--- config.mk ---
export PLATFORM = sky130hd
export DESIGN_NAME = wb_trace_uart
export DESIGN_NICKNAME = d
export VERILOG_FILES = /design/src/rtl/wb_trace_pkg.sv /design/src/rtl/wb_trace_fifo.sv /design/src/rtl/wb_trace_uart.sv
export SDC_FILE = /design/constraint.sdc
export NUM_CORES = 1
export LEC_CHECK = 0
export ABC_AREA = 1
export ABC_CLOCK_PERIOD_IN_PS = 5250
export CAP_MARGIN = 30
export CORE_ASPECT_RATIO = 0.6
export CORE_MARGIN = 4
export CORE_UTILIZATION = 55
export CTS_CLUSTER_DIAMETER = 60
export DETAILED_ROUTE_END_ITERATION = 10
export PLACE_DENSITY = 0.71
export SLEW_MARGIN = 15
export SYNTH_ARGS = -nofsm -noshare
export SYNTH_HDL_FRONTEND = slang
export SYNTH_HIERARCHICAL = 1
export SYNTH_SLANG_ARGS = --single-unit
--- constraint.sdc ---
create_clock -name clk -period 5.25 [get_ports clk]
set_input_delay 0.7875 -clock clk [delete_from_list [all_inputs] [get_ports clk]]
set_output_delay 0.7875 -clock clk [all_outputs]
set_load 0.03 [all_outputs]
--- src/rtl/wb_trace_pkg.sv ---
// Shared types, constants and elaboration helpers for the writeback trace UART.
// Optional feature macro: WB_TRACE_SYNC_EN (prefix every word with a 0xA5 sync byte).
package wb_trace_pkg;

    // Transmit FSM states: one full 8N1 frame is START -> DATA -> STOP.
    typedef enum logic [1:0] {
        IDLE,
        START,
        DATA,
        STOP
    } tx_state_t;

    // Width of a captured writeback value.
    localparam int WORD_W = 32;

    // Byte sent ahead of each word when the sync option is built in.
    localparam logic [7:0] SYNC_BYTE = 8'hA5;

    // Clock cycles per serial bit; integer division, remainder is ignored.
    function automatic int clks_per_bit(input int clk_hz, input int baud);
        return clk_hz / baud;
    endfunction

    // Bytes on the wire per captured word: four data bytes, plus the sync byte if enabled.
    function automatic int bytes_per_word();
`ifdef WB_TRACE_SYNC_EN
        return 5;
`else
        return 4;
`endif
    endfunction

endpackage

--- src/rtl/wb_trace_fifo.sv ---
// Word FIFO between the writeback capture port and the UART shifter.
// A push while full is dropped and reported on 'dropped'; fullness comes from the
// registered count, so a same-cycle pop never makes room for a push.
module wb_trace_fifo
    import wb_trace_pkg::*;
#(
    parameter int DEPTH = 16
) (
    input  logic              clk,
    input  logic              reset,
    input  logic              push_req,
    input  logic [WORD_W-1:0] push_data,
    input  logic              pop,
    output logic [WORD_W-1:0] pop_data,
    output logic              full,
    output logic              empty,
    output logic              dropped
);

    localparam int AW = $clog2(DEPTH);

    if ((DEPTH < 2) || ((DEPTH & (DEPTH - 1)) != 0)) begin : g_bad_depth
        $error("wb_trace_fifo: DEPTH must be a power of two and at least 2");
    end

    logic [WORD_W-1:0] mem [DEPTH];
    logic [AW-1:0]     wr_ptr;
    logic [AW-1:0]     rd_ptr;
    logic [AW:0]       count;
    logic              do_push;
    logic              do_pop;

    assign full     = (count == (AW + 1)'(DEPTH));
    assign empty    = (count == '0);
    assign do_push  = push_req && !full;
    assign do_pop   = pop && !empty;
    assign dropped  = push_req && full;
    assign pop_data = mem[rd_ptr];

    // Pointer and occupancy bookkeeping; pointers wrap naturally at DEPTH.
    // NOTE: state registers use non-blocking assignments so every flop samples pre-edge values.
    always_ff @(posedge clk or posedge reset) begin
        if (reset) begin
            wr_ptr <= '0;
            rd_ptr <= '0;
            count  <= '0;
        end else begin
            if (do_push) wr_ptr <= wr_ptr + 1'b1;
            if (do_pop)  rd_ptr <= rd_ptr + 1'b1;
            case ({do_push, do_pop})
                2'b10:   count <= count + 1'b1;
                2'b01:   count <= count - 1'b1;
                default: count <= count;
            endcase
        end
    end

    // Storage write port.
    // NOTE: the array has no reset; contents are only read after being written, and leaving it
    // unreset lets it map onto distributed RAM.
    always_ff @(posedge clk) begin
        if (do_push) mem[wr_ptr] <= push_data;
    end

endmodule

--- src/rtl/wb_trace_uart.sv ---
// Writeback trace exporter: captures wb_data on wb_valid, queues words and sends each one
// little-endian over an 8N1 UART line with no gap between bytes or words.
// Optional feature macro: WB_TRACE_SYNC_EN (adds a leading 0xA5 byte to every word).
module wb_trace_uart
    import wb_trace_pkg::*;
#(
    parameter int CLK_HZ     = 100_000_000,
    parameter int BAUD       = 115_200,
    parameter int FIFO_DEPTH = 16
) (
    input  logic              clk,
    input  logic              reset,
    input  logic              wb_valid,
    input  logic [WORD_W-1:0] wb_data,
    output logic              uart_tx,
    output logic              busy,
    output logic              overflow
);

    localparam int CPB   = clks_per_bit(CLK_HZ, BAUD);
    localparam int BPW   = bytes_per_word();
    localparam int CNT_W = (CPB > 1) ? $clog2(CPB) : 1;

    if (CPB < 2) begin : g_bad_baud
        $error("wb_trace_uart: CLK_HZ/BAUD must be at least 2");
    end

    tx_state_t         state;
    logic [WORD_W-1:0] shreg;
    logic [2:0]        byte_idx;
    logic [2:0]        bit_idx;
    logic [CNT_W-1:0]  bit_cnt;
    logic              tx_q;
    logic              overflow_q;

    logic [WORD_W-1:0] fifo_head;
    logic              fifo_full;
    logic              fifo_empty;
    logic              fifo_dropped;
    logic              pop;

    logic              bit_end;
    logic              last_byte;
    logic              is_sync_byte;
    logic [7:0]        cur_byte;

    wb_trace_fifo #(
        .DEPTH (FIFO_DEPTH)
    ) u_fifo (
        .clk       (clk),
        .reset     (reset),
        .push_req  (wb_valid),
        .push_data (wb_data),
        .pop       (pop),
        .pop_data  (fifo_head),
        .full      (fifo_full),
        .empty     (fifo_empty),
        .dropped   (fifo_dropped)
    );

    assign bit_end   = (bit_cnt == CNT_W'(CPB - 1));
    assign last_byte = (byte_idx == 3'(BPW - 1));

`ifdef WB_TRACE_SYNC_EN
    assign is_sync_byte = (byte_idx == 3'd0);
`else
    assign is_sync_byte = 1'b0;
`endif

    // A word is taken from the FIFO either from idle or at the end of the last stop bit,
    // which is what keeps back-to-back words gapless.
    assign pop = !fifo_empty &&
                 ((state == IDLE) || ((state == STOP) && bit_end && last_byte));

    // Byte currently on the wire: the sync marker or the low byte of the shifter.
    // NOTE: give every always_comb output a default first so no path can infer a latch.
    always_comb begin
        cur_byte = shreg[7:0];
        if (is_sync_byte) cur_byte = SYNC_BYTE;
    end

    // Transmit FSM with registered line output and a single reloading bit-period counter.
    always_ff @(posedge clk or posedge reset) begin
        if (reset) begin
            state    <= IDLE;
            shreg    <= '0;
            byte_idx <= '0;
            bit_idx  <= '0;
            bit_cnt  <= '0;
            tx_q     <= 1'b1;
        end else begin
            case (state)
                IDLE: begin
                    if (pop) begin
                        shreg    <= fifo_head;
                        byte_idx <= '0;
                        bit_cnt  <= '0;
                        tx_q     <= 1'b0;
                        state    <= START;
                    end
                end

                START: begin
                    if (bit_end) begin
                        bit_cnt <= '0;
                        bit_idx <= '0;
                        tx_q    <= cur_byte[0];
                        state   <= DATA;
                    end else begin
                        bit_cnt <= bit_cnt + 1'b1;
                    end
                end

                DATA: begin
                    if (bit_end) begin
                        bit_cnt <= '0;
                        if (bit_idx == 3'd7) begin
                            tx_q  <= 1'b1;
                            state <= STOP;
                        end else begin
                            bit_idx <= bit_idx + 3'd1;
                            tx_q    <= cur_byte[bit_idx + 3'd1];
                        end
                    end else begin
                        bit_cnt <= bit_cnt + 1'b1;
                    end
                end

                STOP: begin
                    if (bit_end) begin
                        bit_cnt <= '0;
                        if (!last_byte) begin
                            byte_idx <= byte_idx + 3'd1;
                            if (!is_sync_byte) shreg <= {8'h00, shreg[WORD_W-1:8]};
                            tx_q  <= 1'b0;
                            state <= START;
                        end else if (pop) begin
                            shreg    <= fifo_head;
                            byte_idx <= '0;
                            tx_q     <= 1'b0;
                            state    <= START;
                        end else begin
                            state <= IDLE;
                        end
                    end else begin
                        bit_cnt <= bit_cnt + 1'b1;
                    end
                end

                default: state <= IDLE;
            endcase
        end
    end

    // Sticky drop flag; only reset clears it.
    always_ff @(posedge clk or posedge reset) begin
        if (reset)             overflow_q <= 1'b0;
        else if (fifo_dropped) overflow_q <= 1'b1;
    end

    assign uart_tx  = tx_q;
    assign overflow = overflow_q;
    assign busy     = (state != IDLE) || !fifo_empty;

endmodule

Figure 1. Clock wires, drivers and flops.
Bar = 100 um.
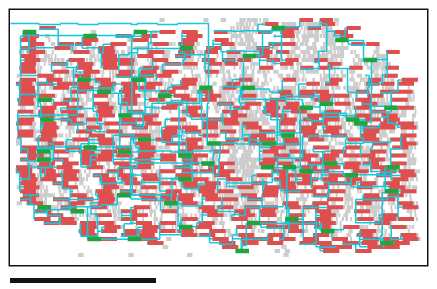
[clock wires] cyan | length: 6,390 um
[clock-net drivers] green | count: 52
[flip-flops] red | count: 577
flops lie: all over the die
routed clock nets: 53
Clk. pwr: 0.00367 W
Clock power frac: 0.363
clock latency on the worst-skew pair: 590 ps
Layout Skew: 22.3 ps

Figure 2. Signal wires on met3.
Bar = 100 um.
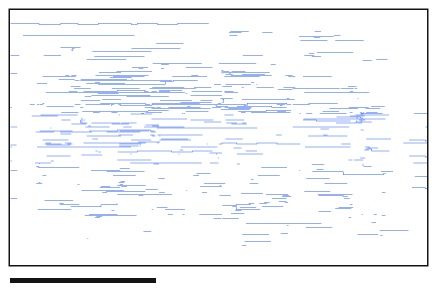
wire length on this layer: 5,340 um
nets with wire on the layer: 224
share of all routed wire: 8.7%
longest straight run: 94.8 um
main direction: horizontal
Total Wirelength: 61.7 mm
vias: 17,432
GR Layer Usage met3: 0.0413

Figure 3. Placement view.
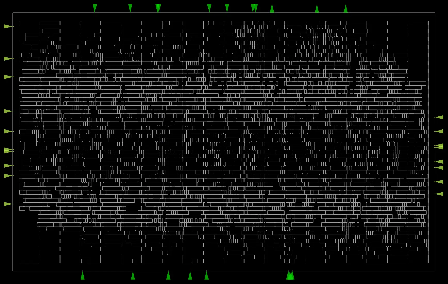
Fill cells: 3,524
final core occ: 0.626
core area: 45,100 sq um
flop count: 577
sequential portion of the cell area: 0.602

==> out/qor.csv <==
stage,metric,value,unit
outcome,outcome,"complete, no violations",
cells_and_area,most instantiated logic cells after routing,"nand2_1 (924), edfxtp_1 (512), inv_1 (276), nand3_1 (259), nor2_1 (246)",
critical_path,category of the most critical setup path,register to register,
cts,CTS tree,done,
run,tally of OpenROAD warnings,32,
synth,Post-Syn Instances,2539,
critical_path,CP peak stage delay,420,ps
sta,final setup violation count,0,
sta,"Min Clock Period, post-route",3470,ps
global_routing,initial antenna violation count,0,
die,I/O pins,38,
cts,CTS Hold Bufs,0,
cells_and_area,ANT cells,0,
placement,placed cell areas,26500,sq um
cells_and_area,area grow syn2layout,11.7,%
global_routing,pin count of the biggest net entering global routing,87,
power,Worst IR Drop VDD,0.000260,V
die,Die Ht,174,um
global_routing,grt total ovfl,0,
detailed_routing,Vias/cell,5.42,
critical_path,Bufs and invs on worst path,6,
critical_path,Crit path max-delay family,adder cells,
critical_path,Worst EP arrival,3940,ps
critical_path,Crit Path Max Fanout,17,
min_path,HP Class,register to register,
die,fp util,0.561,
sta,setup TNS,0,ps
die,die footprint,49600,sq um
cells_and_area,Commonest Layout Cell,nand2_1,
critical_path,most frequent cell on the critical path,nand2_1,
placement,DPL Wire Length,38.4,mm
sta,Highest Clock Rate,288,MHz
sta,actual slew at the worst max-slew pin,932,ps
die,num rows,60,
sta,period utilisation layout,0.662,
run,Max-cap violations,0,
synth,syn_nets,2592,
cells_and_area,fin nets,2612,
critical_path,Worst path slowest cell,fa_1,
detailed_routing,drt drc,0,
Figure 4. Layout detail.
Region (122, 32) to (162, 72) um. Cells in gray, sequential cells in the stronger gray; small squares are vias.
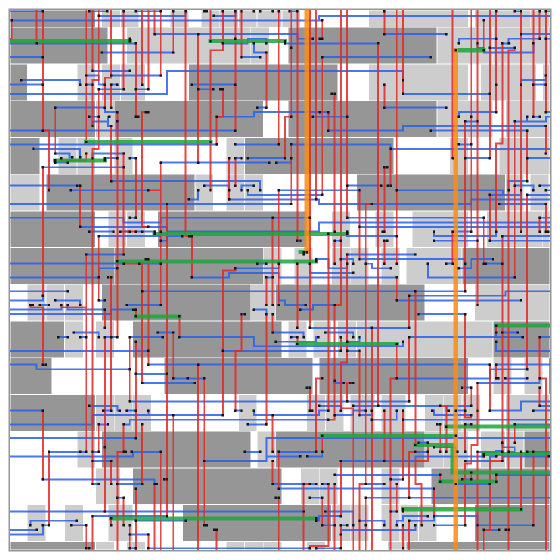
[M3] green
[M4] orange
[M1] blue
[M2] red
sequential cells in the window: 26
most frequent: nand2_1 (35), edfxtp_1 (26), inv_1 (11)
cells with their middle in the window: 102
netlist names of flops here include: u_fifo/mem (26)

Figure 5. Signal wires by layer.
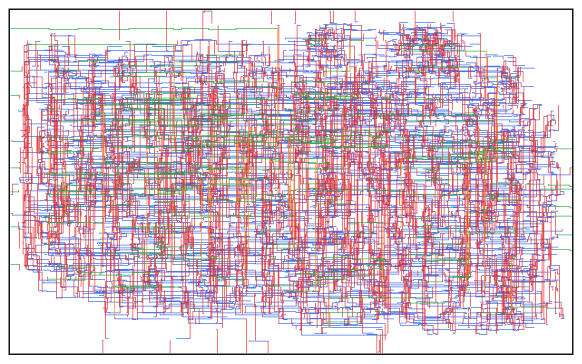
[M1] blue | wire length: 27.2 mm
[M3] green | wire length: 5,340 um
[M2] red | wire length: 27.7 mm
[M4] orange | wire length: 1,430 um
drt wl/cell: 19.2 um
GRT Total Usage: 0.249

## routing by layer
layer	up-vias	routed length, um	track usage
li1	8208	-	-
met1	8325	27200	0.376
met2	807	27700	0.383
met3	92	5340	0.0413
met4	0	1430	0.0577
met5	-	0	0
## worst paths after layout
kind                                            from                     endpoint  slack (ps)  cells past startpoint
worst max register to register  state[1]$_DFFE_PP0P_  u_fifo/count[4]$_DFFE_PP0P_        1780                     19
max in group asynchronous                      reset        shreg[11]$_DFFE_PP0P_        3990                      3
worst min-delay path            overflow$_DFFE_PP0P_         overflow$_DFFE_PP0P_         480                      1
min in group asynchronous                      reset  u_fifo/count[3]$_DFFE_PP0P_         610                      2
worst min register to register  overflow$_DFFE_PP0P_         overflow$_DFFE_PP0P_         480                      1
worst max-delay path            state[1]$_DFFE_PP0P_  u_fifo/count[4]$_DFFE_PP0P_        1780                     19
## per-stage QoR
stage,total power [W],setup WS [ps]
3_5_place_dp,0.00653,1790
4_1_cts,0.0102,1780
2_1_floorplan,0.00606,2290
6_report,0.0101,1780
3_3_place_gp,0.00643,1880
5_1_grt,0.0105,1430
## where the power goes
group	total, W	switching [W]	internal, W
combinational	0.000934	0.000662	0.000272
sequential	0.00551	0.000103	0.00541
clock	0.00367	0.00160	0.00206
total	0.0101	0.00237	0.00775
## registers in the layout, summed over array words and instances (netlist names)
register	cells
bit_cnt	10
u_fifo/rd_ptr	4
u_fifo/wr_ptr	4
overflow	1
uart_tx	1
state	2
u_fifo/mem	512
u_fifo/count	5
byte_idx	3
bit_idx	3
shreg	32
## layout make-up
type | instances | share of cell area
Sequential cell | 577 | 0.602
Multi-Input combinational cell | 1566 | 0.240
Clock buffer | 75 | 0.0516
Inverter | 286 | 0.0382
Timing Repair Buffer | 76 | 0.0355
Tap cell | 620 | 0.0274
Clock inverter | 15 | 0.00527
Power and IR drop assume default switching activity.
